===== src/rtl/fetch_queue.sv =====
// ---------------------------------------------------------------------------
// fetch_queue
//
// Instruction prefetch queue for the MSP430 core. It sits between the memory
// arbiter and the decoder. It runs ahead of decode, issuing sequential word
// fetches into a DEPTH-entry FIFO, and tags each stored word with the address
// it was fetched from. A program-counter redirect empties the queue and
// discards any response that belongs to the old instruction stream.
//
// Optional feature macro: FETCH_BYPASS_EN
//   When it is defined and the queue is empty, a response that is not being
//   dropped drives instr_out/instr_pc combinationally in its arrival cycle.
//   When it is undefined, the outputs come only from registered queue state.
//
// Parameters
//   SIZE   data/address width in bits
//   DEPTH  number of queue entries (power of two, >= 2)
//
// Ports
//   clk          system clock; all state updates on the rising edge
//   rst          asynchronous active-low reset
//   RST_VEC      boot fetch address, loaded in the single BOOT cycle
//   MAB_out      fetch address (always the current fetch_pc)
//   mem_req      fetch request
//   mem_gnt      arbiter grant; a fetch issues when mem_req & mem_gnt
//   MDB_in       read data, valid the cycle after the issuing cycle
//   instr_out    head word
//   instr_pc     fetch address of the head word
//   instr_valid  head word valid
//   instr_ready  decoder pop; a pop occurs when instr_valid & instr_ready
//   pc_load      redirect strobe (ignored in BOOT)
//   pc_new       redirect target
//   halt         suppresses new fetches; queued words still drain
//   count        stored entries, excluding the in-flight fetch
// ---------------------------------------------------------------------------
module fetch_queue #(
    parameter int SIZE  = 16,
    parameter int DEPTH = 4
) (
    input  logic                       clk,
    input  logic                       rst,
    input  logic [SIZE-1:0]            RST_VEC,
    output logic [SIZE-1:0]            MAB_out,
    output logic                       mem_req,
    input  logic                       mem_gnt,
    input  logic [SIZE-1:0]            MDB_in,
    output logic [SIZE-1:0]            instr_out,
    output logic [SIZE-1:0]            instr_pc,
    output logic                       instr_valid,
    input  logic                       instr_ready,
    input  logic                       pc_load,
    input  logic [SIZE-1:0]            pc_new,
    input  logic                       halt,
    output logic [$clog2(DEPTH+1)-1:0] count
);

    localparam int CW = $clog2(DEPTH + 1);
    localparam int AW = $clog2(DEPTH);

    typedef enum logic {
        BOOT = 1'b0,
        RUN  = 1'b1
    } state_t;

    state_t          state;
    logic [SIZE-1:0] fetch_pc;

    // Response stage: one fetch may be outstanding; its tag and drop flag
    // travel with it to the cycle its data appears on MDB_in.
    logic            vld_p1;
    logic            drop_p1;
    logic [SIZE-1:0] tag_p1;

    // Queue storage (data words are not reset; count gates their use)
    logic [SIZE-1:0] q_data [DEPTH];
    logic [SIZE-1:0] q_tag  [DEPTH];
    logic [AW-1:0]   wr_ptr;
    logic [AW-1:0]   rd_ptr;
    logic [CW-1:0]   count_q;

    logic            run;
    logic            redirect;
    logic            q_empty;
    logic [CW:0]     occupancy;
    logic            fire;
    logic            resp_ok;
    logic            bypass;
    logic            pop;
    logic            fifo_pop;
    logic            push;

    // Sequential word address; wraps modulo 2^SIZE.
    function automatic logic [SIZE-1:0] next_word_addr(input logic [SIZE-1:0] pc);
        return pc + SIZE'(2);
    endfunction

    always_comb begin
        run       = (state == RUN);
        redirect  = run & pc_load;
        q_empty   = (count_q == '0);

        // The outstanding fetch already owns a slot, so a request is made
        // only when stored words plus the in-flight one leave room. This is
        // what makes a push at full impossible.
        occupancy = {1'b0, count_q} + (CW+1)'(vld_p1);
        mem_req   = run & ~halt & ~pc_load & (occupancy < (CW+1)'(DEPTH));
        fire      = mem_req & mem_gnt;

        resp_ok   = vld_p1 & ~drop_p1;

`ifdef FETCH_BYPASS_EN
        // A response arriving into an empty queue is presented directly; the
        // redirect cycle is excluded because that response is being discarded.
        bypass    = resp_ok & q_empty & ~redirect;
`else
        bypass    = 1'b0;
`endif

        instr_valid = ~q_empty | bypass;
        if (!q_empty) begin
            instr_out = q_data[rd_ptr];
            instr_pc  = q_tag[rd_ptr];
        end else if (bypass) begin
            instr_out = MDB_in;
            instr_pc  = tag_p1;
        end else begin
            instr_out = '0;
            instr_pc  = '0;
        end

        // A pop in the redirect cycle belongs to the abandoned stream.
        pop      = instr_valid & instr_ready & ~redirect;
        fifo_pop = pop & ~q_empty;
        // A bypassed word consumed in its arrival cycle is never stored.
        push     = resp_ok & ~redirect & ~(bypass & pop);
    end

    assign MAB_out = fetch_pc;
    assign count   = count_q;

    // ---- issue stage -> response stage (control) ----
    always_ff @(posedge clk or negedge rst) begin
        if (!rst) begin
            state    <= BOOT;
            fetch_pc <= '0;
            vld_p1   <= 1'b0;
            drop_p1  <= 1'b0;
            wr_ptr   <= '0;
            rd_ptr   <= '0;
            count_q  <= '0;
        end else begin
            // In-flight flag follows the issue strobe: it clears in the
            // response cycle unless a new fetch issues in that same cycle.
            vld_p1  <= fire;
            // A fetch issued alongside a redirect belongs to the old stream;
            // its response is marked for discard.
            drop_p1 <= fire & redirect;

            case (state)
                BOOT: begin
                    fetch_pc <= RST_VEC;
                    state    <= RUN;
                end
                default: begin
                    if (redirect) begin
                        fetch_pc <= pc_new;
                    end else if (fire) begin
                        fetch_pc <= next_word_addr(fetch_pc);
                    end
                end
            endcase

            if (redirect) begin
                wr_ptr  <= '0;
                rd_ptr  <= '0;
                count_q <= '0;
            end else begin
                if (push) begin
                    wr_ptr <= wr_ptr + AW'(1);
                end
                if (fifo_pop) begin
                    rd_ptr <= rd_ptr + AW'(1);
                end
                case ({push, fifo_pop})
                    2'b10:   count_q <= count_q + CW'(1);
                    2'b01:   count_q <= count_q - CW'(1);
                    default: count_q <= count_q;
                endcase
            end
        end
    end

    // ---- issue stage -> response stage (data) ----
    always_ff @(posedge clk) begin
        if (fire) begin
            tag_p1 <= fetch_pc;
        end
    end

    // ---- response stage -> queue storage ----
    always_ff @(posedge clk) begin
        if (push) begin
            q_data[wr_ptr] <= MDB_in;
            q_tag[wr_ptr]  <= tag_p1;
        end
    end

endmodule


===== config.mk =====
export PLATFORM = sky130hd
export DESIGN_NAME = fetch_queue
export DESIGN_NICKNAME = d
export VERILOG_FILES = /design/src/rtl/fetch_queue.sv
export SDC_FILE = /design/constraint.sdc
export NUM_CORES = 1
export LEC_CHECK = 0
export CAP_MARGIN = 20
export CORE_MARGIN = 10
export CORE_UTILIZATION = 58
export DETAILED_ROUTE_END_ITERATION = 10
export PLACE_DENSITY = 0.85
export SLEW_MARGIN = 0
export SYNTH_ARGS = -nofsm -noshare
export SYNTH_HDL_FRONTEND = slang
export SYNTH_SLANG_ARGS = --single-unit
export TNS_END_PERCENT = 20

===== constraint.sdc =====
create_clock -name clk -period 3.6 [get_ports clk]
set_input_delay 0.72 -clock clk [delete_from_list [all_inputs] [get_ports clk]]
set_output_delay 0.72 -clock clk [all_outputs]
set_load 0.01 [all_outputs]

==> flow_summary.ini <==
; flow metrics
[run_status]
status = complete, no violations

[placed_design]
dpl.hpwl_mm = 9.736
post-place-ws_ns = 0.5311

[sta]
setup_viol = 0
period_used_pct = 93.18
fin_skew_ns = 0.005686
slew_headroom_pct = 35.90
hold_violations = 0
worst_slack_ns = 0.2456
worstMarginPinSlew_ns = 0.9614

[final_layout]
nets = 593

[yosys]
synthTopLogicFamily = multiplexers
ys_seq_share_pct = 70.10
ys_sh_adder_pct = 1.164
ys.flops = 170
synthFlopType = edfxtp_1
top_cells_by_area = edfxtp_1, mux4_2, dfrtp_1
syn-instance-count = 419
xor_area_share_pct = 0.6171
top_area_cell = edfxtp_1
top_cells_by_count = edfxtp_1, and2_1, mux4_2, dfrtp_1
syn_nets = 479
ys_sh_simple_pct = 9.485
synthArstFlopShare_pct = 15.29
yosysTopAreaCellShare_pct = 60.93
yosysMostFrequentCell = edfxtp_1
yosys.area_share.aoi_pct = 5.959
ys_sh_mux_pct = 10.44

[clock_tree]
clock_path_buffers = 2
cts_tree = yes
htreeDepth = 4
post_cts_resize_count = 0
cts_num_sinks = 170
cts.clk_slew.worst_paths_ns = 0.06
cts_setup_buffers = 0
cts_buffers = 17

[die]
die_y_um = 130.6
fp-row-count = 40
die_w_um = 130.6
ios = 107
die_area_sq_um = 17060

[setup_path]
crit_buf_inv = 1
crit_type = reg -> out
crit_required_ns = 2.88
arrival_ns = 2.63
critPathMaxFanout = 34
worstSetupEndpointType = output port
reg2regPathDepth = 6
crit_start = count[0]
r2r-end = count[2]
path_cells = or3_1 > and2_1 > clkdlybuf4s50_1

[hold_path]
hold_end = q_tag[1][14]
hold_path.startpoint = tag_p1[14]
hold_depth = 0
hold_path_class = reg -> reg

[run]
warnings = 29
max-cap-violations = 0

[global_route]
antenna_found_initial = 0
overflow = 0
grt_max_degree = 37

[detailed_routing]
drtAntennaViolNets = 0
route.detailed.drc = 0
drt-vias-per-instance = 5.984
first_pass_iters = 4

[power_and_ir_drop]
power.total_uw = 5793
vdd_drop_max_v = 0.0003374
## worst reg2reg max path: cells and delay by family, from the launching register on
kind / cells / cell delay (ns)
flops: 1 / 0.41
compound gates: 1 / 0.09
simple gates: 4 / 1.12
fa+ha+maj: 1 / 0.42
## report_power, final
| group | total [uW] | switching [uW] | internal [uW] |
|---|---|---|---|
| sequential | 2340 | 144 | 2190 |
| clock | 1860 | 707 | 1150 |
| combinational | 1590 | 658 | 937 |
## cell type report
type                    instances  area [sq um]  share of cell area, %
flip-flops and latches        170          4976                  55.65
inverters                       9         33.78                 0.3778
clock buffers                  19         432.9                  4.841
repair buffers                117          1169                  13.07
multi-input cells             218          1971                  22.04
well taps                     147         183.9                  2.057
clock inverters                13         176.4                  1.973
## stage by stage
step,instance area [sq um],hold slack [ns]
4_1_cts,8942,0.4911
3_3_place_gp,8333,0.4663
2_1_floorplan,7097,0.4244
6_report,8942,0.4899
5_1_grt,8942,0.5216
3_5_place_dp,8333,0.4778
## layout by cell type (no fill, tap or decap), drive strengths merged, types with 4 or more instances in the layout
master,n
clkbuf,19
ha,5
a31oi,12
nor2,12
buf,11
nand3,13
a2bb2oi,9
inv,9
dfrtp,26
clkinv,5
and2,37
nand2,7
o21ai,11
clkdlybuf4s50,106
a21oi,10
bufinv,4
mux4,32
clkinvlp,4
nor3,7
and3,7
nor2b,11
edfxtp,144
nand4,6
## worst max-delay path by stage
stage	to
floorplan	q_data[0][0]
global placement	mem_req
detailed placement	mem_req
CTS	instr_pc[6]
global route	instr_pc[6]
finish	instr_pc[6]
## layer usage
metal  GRT usage [%]  wire, um  vias up
met3           7.252      1354       14
met1           22.86      6194     2080
li1                -         -     1884
met4           6.082       172        0
met5               0         0        -
met2           28.31      7041      169
## flip-flops by register name, summed over array words and instances (netlist names), 2 cells and up
register  cells
MAB_out      16
count         3
q_data       64
q_tag        64
rd_ptr        2
tag_p1       16
wr_ptr        2
## cell families after synthesis
| family | count (synthesis) |
|---|---|
| AOI/OAI and AO/OA | 58 |
| xor gates and xnor gates | 5 |
| adders and majority gates | 6 |
| buffers and inverters | 31 |
| DFF | 170 |
| muxes | 34 |
| other | 2 |
| and+or+nand+nor | 113 |
**Clock distribution**

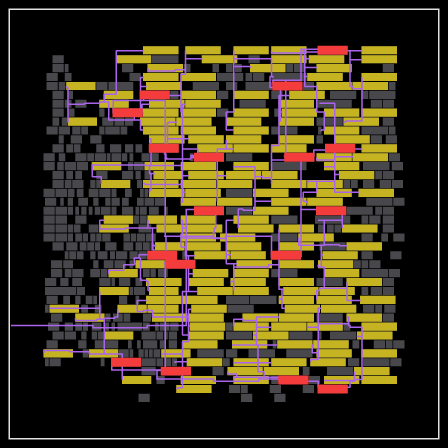
[clock wires] purple | length: 1720 um
[flip-flops] yellow | count: 170
[clock drivers] red | count: 17
routed clock nets	18

**Gate-type map**

The bar under the picture is 50 um long.
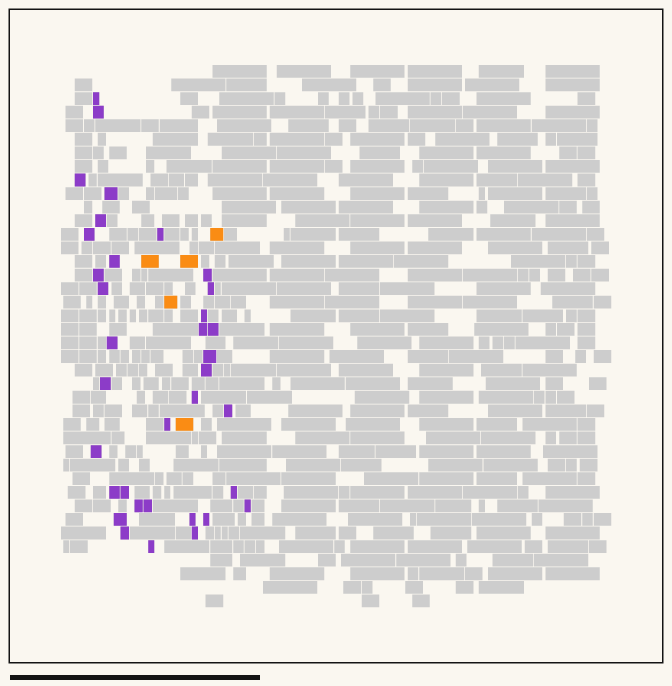
family	color	cells
AND-OR and OR-AND gates	orange	5
NOR gates	purple	35
highest-count logic cell in the final layout: edfxtp_1
combinational fraction of the cell area: 22.04%
fin cells: 693

**Cell density map**

13 x 13 tiles, from dark blue (low) to red (high), 0 to 100% covered.
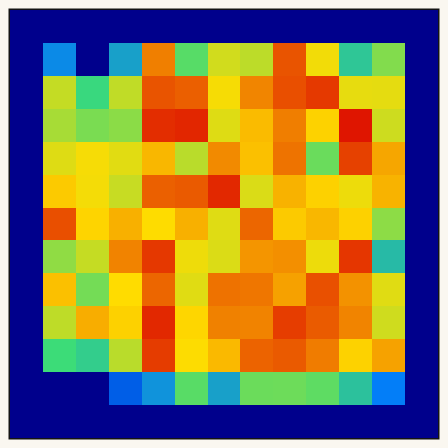
densest ninth of the die	middle
mean over tiles	51%
fullest tile	98%
FP Util: 59.08%
fin util: 74.45%
core area: 12010 sq um

**Wiring by layer**

The bar under the picture is 50 um long.
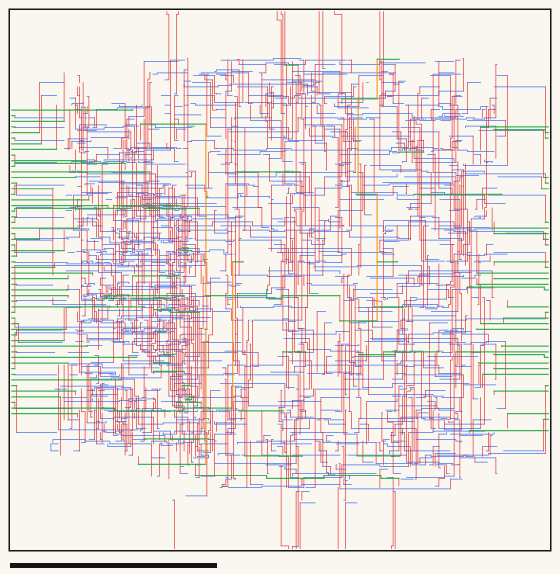
layer	color	wire length
metal 1	blue	6190 um
metal 4	orange	173 um
metal 3	green	1350 um
metal 2	red	7040 um
Total GRT Usage: 18.18%
vias post-DR: 4147
routed length per placed instance: 21.30 um
Routed WL: 14.76 mm

**Congestion heat map**

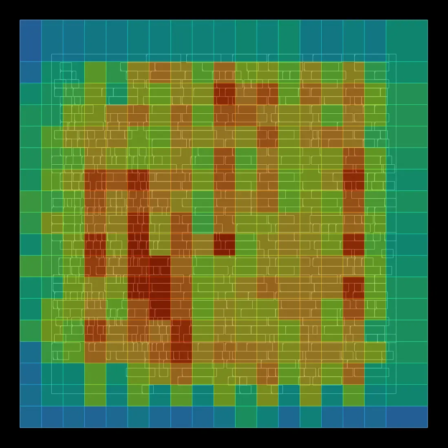
global routing usage on met2: 28.31%
busiest grt layer: met2
grt met3 use: 7.252%
met1 usage: 22.86%

